**config.mk**
```make
export PLATFORM = sky130hd
export DESIGN_NAME = bram_capture_ctrl
export DESIGN_NICKNAME = d
export VERILOG_FILES = /design/src/rtl/bram_capture_pkg.sv /design/src/rtl/bram_addr_cnt.sv /design/src/rtl/bram_capture_ctrl.sv
export SDC_FILE = /design/constraint.sdc
export NUM_CORES = 1
export LEC_CHECK = 0
export CORE_ASPECT_RATIO = 1.5
export CORE_MARGIN = 3
export CORE_UTILIZATION = 40
export CTS_CLUSTER_SIZE = 12
export DETAILED_ROUTE_END_ITERATION = 10
export PLACE_DENSITY_LB_ADDON = 0.1
export SYNTH_ARGS = -nofsm -noshare
export SYNTH_HDL_FRONTEND = slang
export SYNTH_SLANG_ARGS = --single-unit
```
**constraint.sdc**
```tcl
create_clock -name clock -period 6.47 [get_ports clock]
set_input_delay 0.647 -clock clock [delete_from_list [all_inputs] [get_ports clock]]
set_output_delay 0.647 -clock clock [all_outputs]
set_load 0.1 [all_outputs]
```
**src/rtl/bram_capture_pkg.sv**
```systemverilog
// Shared definitions for the BRAM capture/readout sequencer:
// FSM state encoding and the width rule for the captured-word counter.
package bram_capture_pkg;

    typedef enum logic [1:0] {
        ST_IDLE    = 2'd0,
        ST_CAPTURE = 2'd1,
        ST_DONE    = 2'd2,
        ST_READOUT = 2'd3
    } state_e;

    // The count must be able to hold 2**nb_addr, one more bit than an address
    function automatic int count_width(input int nb_addr);
        return nb_addr + 1;
    endfunction

endpackage

```
**src/rtl/bram_addr_cnt.sv**
```systemverilog
// Wrapping BRAM address pointer with clear, load and increment
// (priority in that order). Used for both the write and the read pointer.
module bram_addr_cnt
    import bram_capture_pkg::*;
#(
    parameter int NB_ADDR = 15
) (
    input  logic               clk_i,
    input  logic               rst_i,
    input  logic               clear_i,
    input  logic               load_i,
    input  logic [NB_ADDR-1:0] load_val_i,
    input  logic               incr_i,
    output logic [NB_ADDR-1:0] addr_o
);

    logic [NB_ADDR-1:0] addr_q, addr_d;

    always_comb begin
        addr_d = addr_q;
        if (clear_i)
            addr_d = '0;
        else if (load_i)
            addr_d = load_val_i;
        else if (incr_i)
            addr_d = addr_q + NB_ADDR'(1);
    end

    always_ff @(posedge clk_i or posedge rst_i) begin
        if (rst_i)
            addr_q <= '0;
        else
            addr_q <= addr_d;
    end

    assign addr_o = addr_q;

endmodule

```
**src/rtl/bram_capture_ctrl.sv**
```systemverilog
// Capture/readout sequencer driving all BRAM control ports; readout accounts for
// the BRAM's one-cycle read latency. Define BRAM_CAPTURE_WRAP_EN for a circular buffer.
module bram_capture_ctrl
    import bram_capture_pkg::*;
#(
    parameter int NB_ADDR = 15,
    parameter int NB_DATA = 14
) (
    input  logic               clock,
    input  logic               i_reset,
    input  logic               i_start,
    input  logic               i_stop,
    input  logic               i_data_valid,
    input  logic [NB_DATA-1:0] i_data,
    input  logic               i_read,
    input  logic               i_ready,
    output logic               o_bram_write_enable,
    output logic [NB_ADDR-1:0] o_bram_write_addr,
    output logic [NB_DATA-1:0] o_bram_data,
    output logic               o_bram_read_enable,
    output logic [NB_ADDR-1:0] o_bram_read_addr,
    output logic               o_valid,
    output logic               o_last,
    output logic [NB_ADDR:0]   o_count,
    output logic [1:0]         o_state
);

    localparam int NB_CNT = count_width(NB_ADDR);
    localparam logic [NB_CNT-1:0] DEPTH = {1'b1, {NB_ADDR{1'b0}}};

    state_e             state_q, state_d;
    logic               we_q, we_d;
    logic [NB_DATA-1:0] wdata_q, wdata_d;
    logic [NB_CNT-1:0]  count_q, count_d;
    logic [NB_CNT-1:0]  rd_cnt_q, rd_cnt_d;
    logic               valid_q, valid_d;

    logic [NB_ADDR-1:0] wptr, rptr, rd_start;
    logic [NB_CNT-1:0]  remaining;
    logic               accept, issue, full_exit, start_capture, start_read;

    // Write pointer and count advance on the registered write strobe, so the
    // pointer value is the address presented to the BRAM in that same cycle.
`ifdef BRAM_CAPTURE_WRAP_EN
    assign accept    = (state_q == ST_CAPTURE) && i_data_valid;
    assign full_exit = 1'b0;
    assign rd_start  = (count_q == DEPTH) ? wptr : '0;
`else
    logic [NB_CNT-1:0] count_ahead;
    assign count_ahead = count_q + NB_CNT'(we_q);
    assign accept    = (state_q == ST_CAPTURE) && i_data_valid && (count_ahead < DEPTH);
    assign full_exit = (count_q == DEPTH);
    assign rd_start  = '0;
`endif

    assign remaining = count_q - rd_cnt_q;
    assign issue     = (state_q == ST_READOUT) && (remaining != '0) && (!valid_q || i_ready);

    always_comb begin
        state_d       = state_q;
        start_capture = 1'b0;
        start_read    = 1'b0;
        case (state_q)
            ST_IDLE: begin
                if (i_start) begin
                    state_d       = ST_CAPTURE;
                    start_capture = 1'b1;
                end
            end
            ST_CAPTURE: begin
                if (i_stop || full_exit)
                    state_d = ST_DONE;
            end
            ST_DONE: begin
                if (i_start) begin
                    state_d       = ST_CAPTURE;
                    start_capture = 1'b1;
                end else if (i_read && (count_q != '0) && !we_q) begin
                    state_d    = ST_READOUT;
                    start_read = 1'b1;
                end
            end
            ST_READOUT: begin
                if (valid_q && i_ready && (rd_cnt_q == count_q))
                    state_d = ST_DONE;
            end
            default: state_d = ST_IDLE;
        endcase
    end

    always_comb begin
        we_d     = accept;
        wdata_d  = accept ? i_data : wdata_q;
        count_d  = count_q;
        if (start_capture)
            count_d = '0;
        else if (we_q && (count_q != DEPTH))
            count_d = count_q + NB_CNT'(1);
        rd_cnt_d = start_read ? '0 : rd_cnt_q + NB_CNT'(issue);
        valid_d  = valid_q;
        if (issue)
            valid_d = 1'b1;
        else if (i_ready)
            valid_d = 1'b0;
    end

    always_ff @(posedge clock or posedge i_reset) begin
        if (i_reset) begin
            state_q  <= ST_IDLE;
            we_q     <= 1'b0;
            wdata_q  <= '0;
            count_q  <= '0;
            rd_cnt_q <= '0;
            valid_q  <= 1'b0;
        end else begin
            state_q  <= state_d;
            we_q     <= we_d;
            wdata_q  <= wdata_d;
            count_q  <= count_d;
            rd_cnt_q <= rd_cnt_d;
            valid_q  <= valid_d;
        end
    end

    bram_addr_cnt #(.NB_ADDR(NB_ADDR)) u_wr_ptr (
        .clk_i      (clock),
        .rst_i      (i_reset),
        .clear_i    (start_capture),
        .load_i     (1'b0),
        .load_val_i ('0),
        .incr_i     (we_q),
        .addr_o     (wptr)
    );

    bram_addr_cnt #(.NB_ADDR(NB_ADDR)) u_rd_ptr (
        .clk_i      (clock),
        .rst_i      (i_reset),
        .clear_i    (1'b0),
        .load_i     (start_read),
        .load_val_i (rd_start),
        .incr_i     (issue),
        .addr_o     (rptr)
    );

    assign o_bram_write_enable = we_q;
    assign o_bram_write_addr   = wptr;
    assign o_bram_data         = wdata_q;
    assign o_bram_read_enable  = issue;
    assign o_bram_read_addr    = rptr;
    assign o_valid             = valid_q;
    assign o_last              = valid_q && (rd_cnt_q == count_q);
    assign o_count             = count_q;
    assign o_state             = state_q;

endmodule

```
==> results.json <==
{
  "status": "finished clean",
  "aoi_share_pct": 12.1,
  "synth_cells": 506,
  "top_logic_kind": "simple AND/OR/NAND/NOR gates",
  "setup_tns_ns": 0,
  "most_common_cell": "dfrtp_1",
  "chipHeight_um": 140,
  "track_usage_pct": 20.1,
  "cts_tree": "built",
  "grt_pass1_vias": 4060,
  "drive_gt1_share_pct": 6.73,
  "yosys-top-cells-area": "dfrtp_1, ha_1, xnor2_1, nor2_1, mux2_2",
  "async_flop_share_pct": 100,
  "warning_count": 28,
  "ys.flop_type": "dfrtp_1",
  "endpoint_kind": "output pin",
  "cp-start-kind": "register",
  "cts_setup_buffers": 0,
  "io_pins": 87,
  "edf_count": 0,
  "skew_ns": 0.00530,
  "clock.fmax_mhz": 190,
  "p_leak_nw": 2.78,
  "hold_buffers": 0,
  "drt-total-wl_mm": 12.7,
  "clk_latency_ns": 0.33,
  "setup_violations": 0,
  "area_growth_pct": 27.3,
  "syn_nets": 548,
  "fa_ha_area_share_pct": 5.53,
  "fp-row-count": 48,
  "coreArea_um2": 11600,
  "simple_gate_area_share_pct": 22.6,
  "powerDensity_nw_per_um2": 454,
  "netlist.area_leader.share_pct": 42.1,
  "vdd_drop_max_mv": 0.326,
  "tightest_slew_ns": 1.11,
  "critPathRequiredTime_ns": 5.82,
  "chipArea_um2": 13300,
  "worstSetupPathType": "reg -> out"
}
kinds of logic after synthesis:
| group | Yosys count |
|---|---|
| fa+ha+maj | 21 |
| compound gates | 79 |
| buf+inv | 46 |
| mux | 23 |
| xor+xnor | 46 |
| flops | 80 |
| simple gates | 211 |
flip-flops by register name, indices dropped and copies added, names as in the netlist:
| register | count |
|---|---|
| u_wr_ptr.addr_o | 15 |
| o_bram_write_enable | 1 |
| u_rd_ptr.addr_o | 15 |
| o_count | 16 |
| o_valid | 1 |
| o_bram_data | 14 |
| o_state | 2 |
| rd_cnt_q | 16 |
cell usage in the layout (no fill, tap or decap), drive strengths merged, types with 4 or more instances in the layout:
master | netlist | layout
a21bo | 4 | 4
a21o | 12 | 12
a21oi | 19 | 19
a31oi | 4 | 4
and2 | 8 | 8
and3 | 14 | 14
and4 | 6 | 6
clkbuf | 13 | 14
clkdlybuf4s50 | 0 | 86
dfrtp | 80 | 80
ha | 21 | 21
inv | 29 | 28
mux2 | 15 | 15
mux2i | 8 | 8
nand2 | 33 | 33
nand2b | 6 | 6
nand3 | 26 | 26
nand4 | 16 | 16
nor2 | 56 | 56
nor2b | 11 | 11
nor3 | 12 | 12
nor4 | 6 | 6
o211a | 6 | 6
o211ai | 4 | 4
o21ai | 12 | 12
or3 | 12 | 12
xnor2 | 27 | 27
xor2 | 19 | 19
worst paths after layout:
path	from	end	slack [ns]
max	o_count[10]	o_bram_read_enable	1.20
max reg2reg	o_count[4]	rd_cnt_q[15]	2.05
max in group asynchronous	i_reset	o_count[8]	4.74
min in group asynchronous	i_reset	u_rd_ptr.addr_o[5]	0.75
min	o_bram_data[10]	o_bram_data[10]	0.51
min reg2reg	o_bram_data[10]	o_bram_data[10]	0.51
metrics by stage:
| stage | worst slack [ns] | instance area [um2] | instances |
|---|---|---|---|
| after global routing | 0.933 | 6050 | 744 |
| final | 1.20 | 6050 | 744 |
| after floorplan | 1.45 | 4750 | 506 |
| after global placement | 1.63 | 5760 | 728 |
| after CTS | 1.14 | 6050 | 744 |
| after detailed placement | 1.53 | 5760 | 728 |
routing by layer:
layer	part of all wire, %	up-vias
met2	51	116
met3	6.4	27
met5	0	-
met1	39	1955
met4	3.5	0
li1	-	1950
power by group:
| part | internal (mW) | switching, mW |
|---|---|---|
| clock network | 0.311 | 0.200 |
| registers | 0.627 | 0.115 |
| logic | 0.428 | 1.07 |
| total | 1.37 | 1.38 |
final cells by class:
type	instances	area, um2
inverters	29	110
clock buffers	14	254
clock inverters	2	38.8
fillers	1083	5540
multi-input cells	380	2570
well taps	150	188
flip-flops and latches	80	2000
repair buffers	89	883
critical path, stage by stage, from the launching register on:
cell	delay (ns)
dfrtp_1	0.45
ha_1	0.43
and3_1	0.25
a221o_1	0.38
o221a_1	0.26
or3_1	0.34
a222oi_1	0.32
nand4_2	0.49
nand2_1	0.27
inv_1	0.11
clkdlybuf4s50_1	0.98
Wiring heat map:
19 x 28 tiles, from black (low) to pale yellow (high), scaled to the fullest tile. Values are wire area over tile area, all layers added.
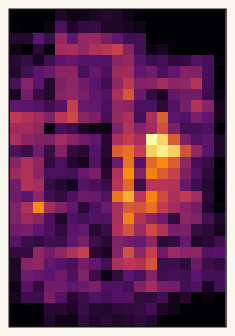
mean over tiles: 0.16
tiles over half the peak: 8.3%
nearly empty tiles: 12%
emptiest ninth of the die: upper right
densest ninth of the die: center

Gate-type map:
Scale bar: 20 um.
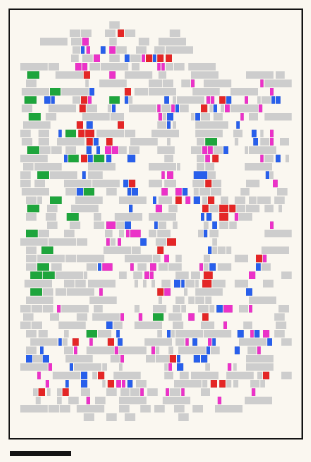
legend:
  blue:
    family: nand cells
    cells: 82
    most_used: nand2_1
    where: spread over the die
  red:
    family: and/or cells
    cells: 43
    most_used: and3_1
  green:
    family: mux cells
    cells: 23
    most_used: mux2_2
  magenta:
    family: nor cells
    cells: 86
    most_used: nor2_1

Power and IR drop assume default switching activity.
